<file path="src/rtl/uart_tx_feeder.sv">
// uart_tx_feeder: byte FIFO plus start/busy sequencer feeding a UART transmitter.
module uart_tx_feeder #(
  parameter int DEPTH       = 16,
  parameter int ACK_TIMEOUT = 8
) (
  input  logic                     clk,
  input  logic                     rst,
  input  logic [7:0]               in_data,
  input  logic                     in_valid,
  output logic                     in_ready,
  output logic                     tx_start,
  output logic [7:0]               tx_data,
  input  logic                     tx_busy,
  output logic [$clog2(DEPTH):0]   fifo_count,
  output logic                     ack_err
);
  localparam int AW = $clog2(DEPTH);
  localparam int TW = $clog2(ACK_TIMEOUT);
  localparam logic [1:0] IDLE      = 2'd0;
  localparam logic [1:0] START     = 2'd1;
  localparam logic [1:0] WAIT_ACK  = 2'd2;
  localparam logic [1:0] WAIT_DONE = 2'd3;

  logic [7:0]    mem_q [DEPTH];
  logic [AW-1:0] wr_q, rd_q;
  logic [AW:0]   count_q;
  logic [1:0]    state_q, state_d;
  logic [TW-1:0] cnt_q, cnt_d;
  logic          tx_start_q, tx_start_d;
  logic [7:0]    tx_data_q, tx_data_d;
  logic          ack_err_q, ack_err_d;
  logic          push, pop;

  // in_ready comes only from registered count, so a pop never frees a slot the same cycle
  assign in_ready   = count_q != (AW+1)'(DEPTH);
  assign push       = in_valid & in_ready;
  assign tx_start   = tx_start_q;
  assign tx_data    = tx_data_q;
  assign fifo_count = count_q;
  assign ack_err    = ack_err_q;

  always_comb begin
    state_d    = state_q;
    cnt_d      = cnt_q;
    tx_start_d = 1'b0;
    tx_data_d  = tx_data_q;
    ack_err_d  = ack_err_q;
    pop        = 1'b0;
    case (state_q)
      IDLE: if (count_q != '0 && !tx_busy) begin
        pop        = 1'b1;
        tx_data_d  = mem_q[rd_q];
        tx_start_d = 1'b1;
        state_d    = START;
      end
      START: begin
        cnt_d   = '0;
        state_d = WAIT_ACK;
      end
      WAIT_ACK: if (tx_busy) state_d = WAIT_DONE;
        else if (cnt_q == TW'(ACK_TIMEOUT - 1)) begin
          ack_err_d = 1'b1;
          state_d   = IDLE;
        end else cnt_d = cnt_q + TW'(1);
      default: if (!tx_busy) state_d = IDLE;
    endcase
  end

  always_ff @(posedge clk)
    if (push) mem_q[wr_q] <= in_data;

  always_ff @(posedge clk) begin
    if (rst) begin
      wr_q       <= '0;
      rd_q       <= '0;
      count_q    <= '0;
      state_q    <= IDLE;
      cnt_q      <= '0;
      tx_start_q <= 1'b0;
      tx_data_q  <= 8'h00;
      ack_err_q  <= 1'b0;
    end else begin
      wr_q       <= push ? wr_q + AW'(1) : wr_q;
      rd_q       <= pop ? rd_q + AW'(1) : rd_q;
      count_q    <= count_q + (AW+1)'(push) - (AW+1)'(pop);
      state_q    <= state_d;
      cnt_q      <= cnt_d;
      tx_start_q <= tx_start_d;
      tx_data_q  <= tx_data_d;
      ack_err_q  <= ack_err_d;
    end
  end
endmodule

</file>
<file path="config.mk">
export PLATFORM = sky130hd
export DESIGN_NAME = uart_tx_feeder
export DESIGN_NICKNAME = d
export VERILOG_FILES = /design/src/rtl/uart_tx_feeder.sv
export SDC_FILE = /design/constraint.sdc
export NUM_CORES = 1
export LEC_CHECK = 0
export ABC_AREA = 1
export CELL_PAD_IN_SITES_DETAIL_PLACEMENT = 1
export CELL_PAD_IN_SITES_GLOBAL_PLACEMENT = 1
export CORE_UTILIZATION = 45
export DETAILED_ROUTE_END_ITERATION = 16
export HOLD_SLACK_MARGIN = 0.03
export PLACE_DENSITY = 0.81
export SLEW_MARGIN = 20
export SYNTH_ARGS = -nofsm -noshare
export SYNTH_HDL_FRONTEND = slang
export SYNTH_SLANG_ARGS = --single-unit
</file>
<file path="constraint.sdc">
create_clock -name clk -period 5.9 [get_ports clk]
set_clock_uncertainty 0.1 [all_clocks]
set_input_delay 0.885 -clock clk [delete_from_list [all_inputs] [get_ports clk]]
set_output_delay 0.885 -clock clk [all_outputs]
set_load 0.01 [all_outputs]
</file>
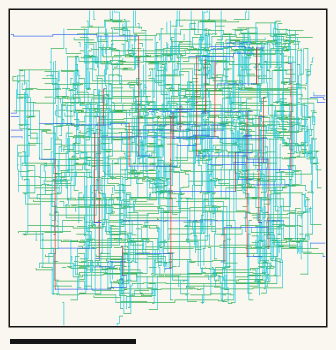
Fig. 1. Metal layers overlaid (run 1).
Bar = 50 um.
Red shows M4, wire length 651 um. Green shows M1, wire length 7180 um. Blue shows M3, wire length 737 um. Cyan shows M2, wire length 8870 um.

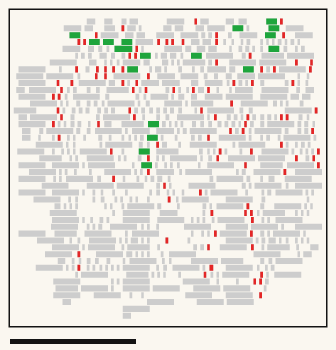
Fig. 2. Gate families picked out (run 1).
Bar = 50 um.
Green shows fa/ha/maj cells, cells 18. Red shows inv cells, cells 101, where widely spread.
Comb/total area: 24.8%
Finished Layout Cells: 912
Top cell excl fill/tap: nand2_1

==> flow_summary.yaml, run 1 <==
# synthesis and place-and-route metrics
clock_network:
  clk_pin_slew_ps: 70
  cts_hold_buf: 0
  cts_resized: 0
  htreeDepth: 4
  postCtsSetupBuffers: 0
  clk_latency_ps: 440
  cts_buffers: 17
hold_path:
  holdCritStartpoint: "ack_err"
detailed_routing:
  drcViolationCount: 1
  via_per_inst: 5.27
  num_vias: 4806
  wl_per_cell_um: 19.1
worst_setup_path:
  cp_max_fo: 67
  required_ps: 6140
  cp_common_cell: "nand2_1"
  reg2reg_to: "tx_data[1]"
  reg2reg_from: "rd_q[0]"
  crit_cells: 10
  crit_buf_inv: 3
  critPathLaunchType: "flip-flop"
  arrival_ps: 3370
  max_stage_delay_ps: 990
  rr_worst_depth: 10
  startpoint: "rd_q[0]"
placement:
  dp.cells: 880
  gp_congestion: 0.819
  dp.final_hpwl_um: 11400
pwr:
  netSwitchingPower_uw: 1190
  switching_share_pct: 35.3
final_timing:
  slew_headroom_pct: 30.0
  rsz0062_at_grt: "no"
  hold_viol_final: 0
  tightest_slew_ps: 1040
  period_used_pct: 53.0
  final_max_slew_viol_count: 0
cells_and_area:
  regArea_sq_um: 4410
  logic_area_sq_um: 1930
synth:
  synth_cells: 695
  synth.cell_area_sq_um: 6880
  ys_async_sr_fraction_pct: 0
  enable_flop_cells: 128
  ys_seq_share_pct: 64.1
  ys_types: 25
  synthTopCellsByArea: "edfxtp_1 (56%), nand2_1 (12%), dfxtp_1 (8.2%), nand3_1 (6.8%), inv_1 (5.2%)"
status:
  violations: "DRC"
  status: "complete, but fails checks"
floorplan:
  coreArea_sq_um: 14700
  dieHeight_um: 126
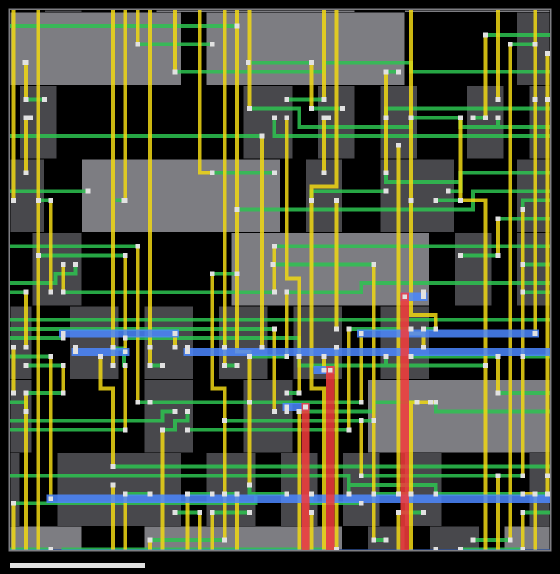
Fig. 3. Close-up of the layout (run 1).
Bar = 5 um. Region (53, 78) to (73, 98) um. Cells in grey, sequential cells in the stronger grey; small squares are vias.
Red shows M4. Yellow shows M2. Green shows M1. Blue shows M3.
Sequential cells in the window: 5. 29 logic cells have their middle in the window. Netlist names of flops here include tx_data (3). Most frequent: nand3_1 (9), nand2_1 (7), dfxtp_1 (4).

==> run 1: sequential cells by signal (all words and copies together) (netlist names) <==
register and flops:
fifo_count 5, state_q 2, rd_q 4, tx_data 8
ack_err 1, wr_q 4, tx_start 1, cnt_q 3
mem_q 128
==> run 1: how the worst min path moves through the flow <==
| stage | to | slack, ps | cells after the start |
|---|---|---|---|
| 3_3_place_gp | ack_err | 340 | 2 |
| 6_report | ack_err | 360 | 2 |
| 4_1_cts | ack_err | 360 | 2 |
| 2_1_floorplan | cnt_q[0] | 330 | 1 |
| 3_5_place_dp | ack_err | 350 | 2 |
| 5_1_grt | ack_err | 390 | 2 |
==> run 1: per-stage QoR <==
step,power (uW),hold WS (ps),util [%]
6_report,3380,362,52.9
5_1_grt,3560,395,52.9
4_1_cts,3400,360,52.9
3_5_place_dp,2370,350,49.2
3_3_place_gp,2310,341,49.2
2_1_floorplan,2020,333,-
==> run 1: power by group through the flow <==
stage / Combinational (uW) / Sequential, uW / Clock [uW]
after floorplan: 663 / 1360 / 0
after global placement: 958 / 1350 / 0
after detailed placement: 1010 / 1360 / 0
after CTS: 1020 / 1340 / 1040
after global routing: 1130 / 1340 / 1080
final: 1010 / 1330 / 1030
==> run 1: metal layers <==
metal / vias up / part of all wire [%] / global-route usage (%)
met4: 0 / 3.7 / 13.1
met5: - / 0 / 0
li1: 2298 / - / -
met3: 47 / 4.2 / 5.86
met1: 2348 / 41 / 27.7
met2: 113 / 51 / 41.5
==> run 1: cell type report <==
class,count,share of cell area [%]
clock buffer,17,5.47
clock inverter,15,1.61
inverter,101,4.89
multi-input combinational,410,24.8
sequential,156,56.6
tap,184,2.96
timing repair buffer,29,3.67
==> run 1: tightest hold or removal path, cell delays in order (launching register included) <==
cell and delay, ps:
dfxtp_1 320, inv_1 50, a21oi_1 50
==> run 1: kinds of logic after synthesis <==
logic type | Yosys count | synth area share, %
AOI/OAI and AO/OA | 35 | 2.88
xor gates and xnor gates | 3 | 0.382
adders and majority gates | 18 | 3.38
buffers and inverters | 129 | 7.92
DFF | 156 | 64.1
and+or+nand+nor | 354 | 21.4
==> run 1: placed cells by master (no fill, tap or decap), types with 8 or more instances in the layout <==
cell type / instances
ha_1: 17
clkbuf_16: 17
nor2_1: 27
dfxtp_1: 27
nand2_1: 227
nand3_1: 94
o21ai_0: 9
clkdlybuf4s50_1: 27
edfxtp_1: 128
o21a_1: 8
a21oi_1: 17
inv_1: 94
Fig. 4: run 1, routing congestion
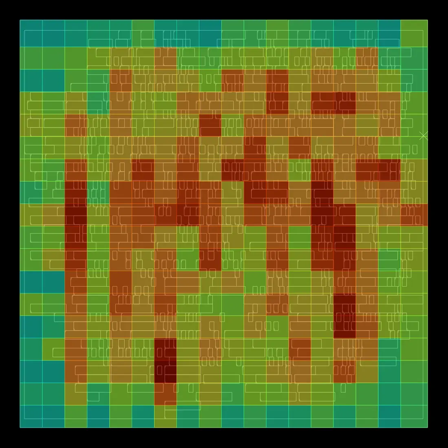

## Run 2: what changed since run 1
clock period = 3.23 ns   (was 5.9 ns; I/O delays follow)
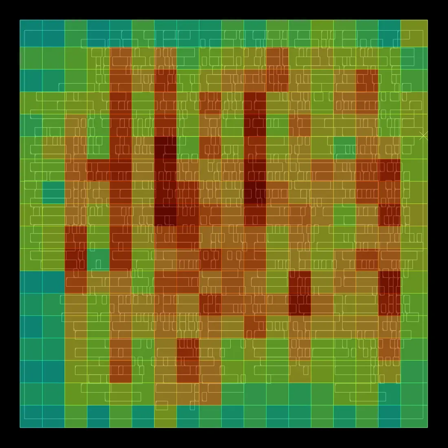
Fig. 5. Routing congestion (run 2).
overall routing resource usage: 24.8%
GR peak layer: met2
met3 Usage GRT: 6.46%

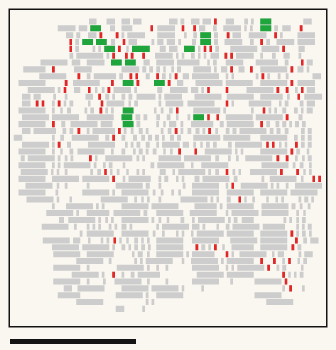
Fig. 6. Gate families picked out (run 2).
Bar = 50 um.
Green shows fa/ha/maj cells, cells 18. Red shows inv cells, cells 101, where widely spread.

==> flow_summary.yaml, run 2 <==
# synthesis and place-and-route metrics
status:
  status: "complete, but fails checks"
  violations: "DRC"
clock_network:
  cts_buffers: 17
  clk_latency_ps: 440
  cts_hold_buf: 0
  clk_pin_slew_ps: 70
worst_setup_path:
  startpoint: "state_q[0]"
  arrival_ps: 2840
  cp_common_cell: "ha_1"
  critPathLaunchType: "flip-flop"
  reg2reg_to: "fifo_count[4]"
  rr_worst_depth: 12
  cp_max_fo: 7
  reg2reg_from: "state_q[0]"
synth:
  aoi_share_pct: 2.88
  synth_cells: 695
  ys_async_sr_fraction_pct: 0
  ys_types: 25
  logic_family: "simple AND/OR/NAND/NOR gates"
  enable_flop_cells: 128
  synthTopCellsByArea: "edfxtp_1 (56%), nand2_1 (12%), dfxtp_1 (8.2%), nand3_1 (6.8%), inv_1 (5.2%)"
  ys_sh_xor_pct: 0.382
cells_and_area:
  mostFrequentLayoutCell: "nand2_1"
  largest_reg_flops: 128
  layout.cells.non_filler: 917
  lay_top_cells: "nand2_1 (227), edfxtp_1 (128), inv_1 (94), nand3_1 (94)"
  utilization_pct: 53.3
  regArea_sq_um: 4410
placement:
  gp_congestion: 0.897
  dp.final_hpwl_um: 11700
  dp.cells: 885
final_timing:
  hold_viol_final: 0
  tightest_slew_ps: 1050
  final_max_slew_viol_count: 0
  period_used_pct: 81.0
  slew_headroom_pct: 29.6
detailed_routing:
  drcViolationCount: 1
floorplan:
  dieHeight_um: 126
-- run 2: cell counts after synthesis --
Identical to the previous run, type by type.
-- run 2: cells by family after synthesis --
logic type,after synthesis
flip-flops,156
XOR/XNOR,3
AND/OR/NAND/NOR,354
adder cells (fa/ha/maj),18
buffers and inverters,129
AND-OR/OR-AND,35
-- run 2: routing by layer --
layer  wire length, um  global-route usage, %  vias up
met5                 0                      0        -
met4               435                   11.8        0
met3              1200                   6.46       29
met2              9070                   42.1      120
met1              6920                   29.3     2345
li1                  -                      -     2309
-- run 2: worst min path at each step --
| stage | cells after the start | startpoint | slack (ps) | endpoint |
|---|---|---|---|---|
| 2_1_floorplan | 1 | cnt_q[0] | 330 | cnt_q[0] |
| 3_3_place_gp | 2 | ack_err | 340 | ack_err |
| 3_5_place_dp | 1 | cnt_q[0] | 360 | cnt_q[0] |
| 4_1_cts | 1 | cnt_q[0] | 370 | cnt_q[0] |
| 5_1_grt | 2 | cnt_q[1] | 410 | cnt_q[1] |
| 6_report | 1 | cnt_q[0] | 370 | cnt_q[0] |
-- run 2: area by class of cell --
class / count / share of cell area, %
clock buffers: 21 / 6.15
clock inverters: 11 / 1.04
inverters: 101 / 4.84
multi-input cells: 410 / 24.6
flip-flops and latches: 156 / 56.3
well taps: 184 / 2.94
repair buffers: 34 / 4.12
-- run 2: power breakdown --
group          total [uW]  internal (uW)  leakage (uW)  switching, uW
Clock                1890           1070      0.000280            814
Combinational        1860            623       0.00162           1230
Sequential           2430           2330       0.00139           93.6
Total                6170           4030       0.00329           2140
-- run 2: through the flow --
| step | power [uW] | hold slack, ps |
|---|---|---|
| after detailed placement | 4310 | 362 |
| after global placement | 4180 | 338 |
| after CTS | 6220 | 374 |
| after floorplan | 3690 | 333 |
| final | 6170 | 368 |
| after global routing | 6510 | 407 |
Power figures rest on the tool's default switching activity, not on a simulated workload.
